==> src/rtl/mem_port_arbiter.sv <==
// Two-client arbiter in front of a 1W/2R memory: writes always use port 1.
// Reads take whichever port is free, and read data comes back registered one cycle later.
module mem_port_arbiter #(
  parameter int M = 8,
  parameter int K = 4
) (
  input  logic         clk,
  input  logic         rst,
  input  logic         req0,
  input  logic         req1,
  input  logic         wr0,
  input  logic         wr1,
  input  logic [K-1:0] addr0,
  input  logic [K-1:0] addr1_c,
  input  logic [M-1:0] wdata0,
  input  logic [M-1:0] wdata1,
  output logic         gnt0,
  output logic         gnt1,
  output logic         rvalid0,
  output logic         rvalid1,
  output logic [M-1:0] rdata0,
  output logic [M-1:0] rdata1,
  output logic         mem_we,
  output logic [K-1:0] mem_addr1,
  output logic [K-1:0] mem_addr2,
  output logic [M-1:0] mem_din,
  input  logic [M-1:0] mem_dout1,
  input  logic [M-1:0] mem_dout2
);

  logic         rr_q, rr_d;
  logic         rvalid0_q, rvalid1_q;
  logic [M-1:0] rdata0_q, rdata1_q;
  logic         rd0_d, rd1_d;
  logic         c0_on_p2_d;

  always_comb begin
    gnt0       = 1'b0;
    gnt1       = 1'b0;
    mem_we     = 1'b0;
    mem_addr1  = '0;
    mem_addr2  = '0;
    mem_din    = '0;
    rd0_d      = 1'b0;
    rd1_d      = 1'b0;
    c0_on_p2_d = 1'b0;
    rr_d       = rr_q;

    if (!rst) begin
      if (req0 && req1) begin
        if (wr0 && wr1) begin
          // Only the write port is contended; the loser gets priority next time.
          gnt0 = ~rr_q;
          gnt1 = rr_q;
          rr_d = ~rr_q;
        end else begin
          gnt0 = 1'b1;
          gnt1 = 1'b1;
        end
      end else begin
        gnt0 = req0;
        gnt1 = req1;
      end

      rd0_d = gnt0 & ~wr0;
      rd1_d = gnt1 & ~wr1;

      if (gnt0 && wr0) begin
        mem_we    = 1'b1;
        mem_addr1 = addr0;
        mem_din   = wdata0;
      end
      if (gnt1 && wr1) begin
        mem_we    = 1'b1;
        mem_addr1 = addr1_c;
        mem_din   = wdata1;
      end
      if (rd0_d) begin
        if (gnt1 && wr1) begin
          mem_addr2  = addr0;
          c0_on_p2_d = 1'b1;
        end else begin
          mem_addr1 = addr0;
        end
      end
      // Port 2 is free for c1 in every case: c0 only borrows it when c1 writes.
      if (rd1_d) begin
        mem_addr2 = addr1_c;
      end
    end
  end

  always_ff @(posedge clk) begin
    if (rst) begin
      rr_q      <= 1'b0;
      rvalid0_q <= 1'b0;
      rvalid1_q <= 1'b0;
      rdata0_q  <= '0;
      rdata1_q  <= '0;
    end else begin
      rr_q      <= rr_d;
      rvalid0_q <= rd0_d;
      rvalid1_q <= rd1_d;
      if (rd0_d) begin
        rdata0_q <= c0_on_p2_d ? mem_dout2 : mem_dout1;
      end
      if (rd1_d) begin
        rdata1_q <= mem_dout2;
      end
    end
  end

  // A response pending when reset arrives is suppressed immediately.
  assign rvalid0 = rvalid0_q & ~rst;
  assign rvalid1 = rvalid1_q & ~rst;
  assign rdata0  = rst ? '0 : rdata0_q;
  assign rdata1  = rst ? '0 : rdata1_q;

endmodule

==> config.mk <==
export PLATFORM = sky130hd
export DESIGN_NAME = mem_port_arbiter
export DESIGN_NICKNAME = d
export VERILOG_FILES = /design/src/rtl/mem_port_arbiter.sv
export SDC_FILE = /design/constraint.sdc
export NUM_CORES = 1
export LEC_CHECK = 0
export ABC_AREA = 0
export CAP_MARGIN = 40
export CORE_MARGIN = 2
export CORE_UTILIZATION = 34
export CTS_BUF_LIST = sky130_fd_sc_hd__clkbuf_16
export DETAILED_ROUTE_END_ITERATION = 10
export PLACE_DENSITY_LB_ADDON = 0.25
export SLEW_MARGIN = 15
export SYNTH_ARGS = -nofsm -noshare
export SYNTH_HDL_FRONTEND = slang
export SYNTH_SLANG_ARGS = --single-unit
==> constraint.sdc <==
create_clock -name clk -period 1.4 [get_ports clk]
set_input_delay 0.21 -clock clk [delete_from_list [all_inputs] [get_ports clk]]
set_output_delay 0.21 -clock clk [all_outputs]
set_load 0.01 [all_outputs]
layer_met2.png
Cells faint in the background.
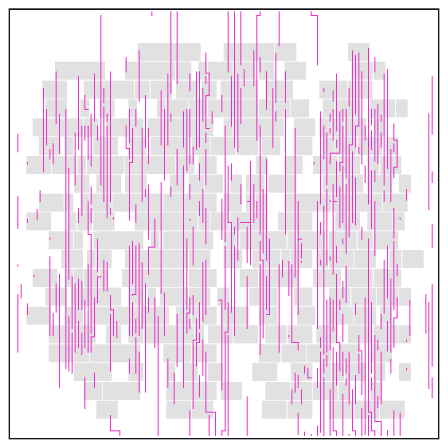
- wire length on this layer: 2160 microns
- longest straight run: 37.4 microns
- nets with wire on the layer: 254
- share of all routed wire: 50%
total wire length: 4350 microns
met2 global-route usage: 0.4241
via count: 1411

clk_routes.png
Scale bar: 20 microns.
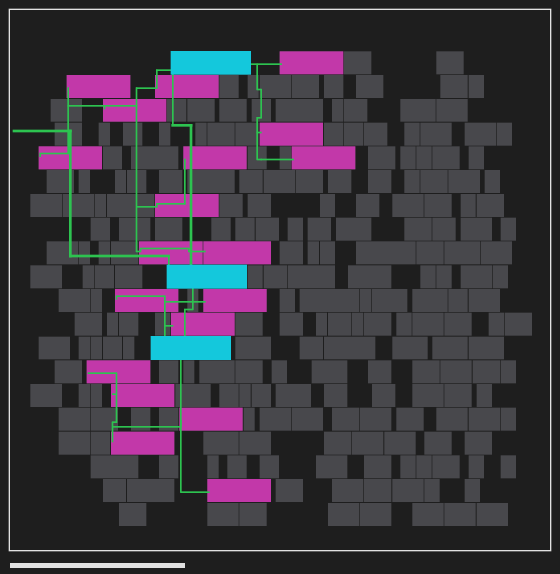
- magenta: flip-flops (count 19)
- cyan: clock drivers (count 3)
- green: clock wires (length 232 microns)
- routed clock nets: 4

==> out/metrics.cfg <==
[finish]
regArea_sq_um=381.6
sh_comb_area=0.3376
top_regs=rdata0_q: 8 flops, rdata1_q: 8 flops

[critical_path]
cp_num_cells=5
crit_family=simple AND/OR/NAND/NOR gates
path_cells=and3b_2, nor3b_4, buf_6, a22o_1, buf_2

[logic_synthesis]
synth-seq-area-share=0.3348
top_area_frac=0.3348
flop_cell=dfxtp_1
ys_types=28
synth-edff-count=0
syn_nets=178

[run_status]
outcome=finished, violations left
violations=setup timing

[pwr]
ir_worst_vdd_mv=0.6397

[final_timing]
setup_viol=12
finalSetupTns_ps=-2494
fin_ws_ps=-258.2

[placed_design]
gp_congestion=0.8710
place_ws_ps=-861.3

[global_routing]
overflow=0
grt_max_degree=19

[die]
die_w_microns=61.81

[clock_network]
post-cts-setup-buffers=6
cts_buffers=3
cts_buffer_depth=2

[worst_hold_path]
min_from=rst
hold-path-endpoint=rr_q

wires.png
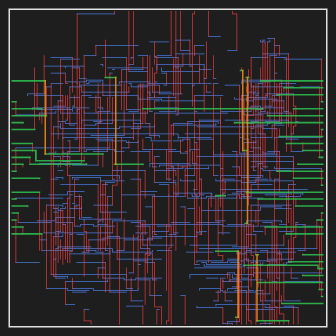
- red: metal 2 (wire length 2160 microns)
- blue: metal 1 (wire length 1740 microns)
- orange: metal 4 (wire length 101 microns)
- green: metal 3 (wire length 351 microns)
Routed WL per cell: 15.37 microns
GR Util All Layers: 0.2227

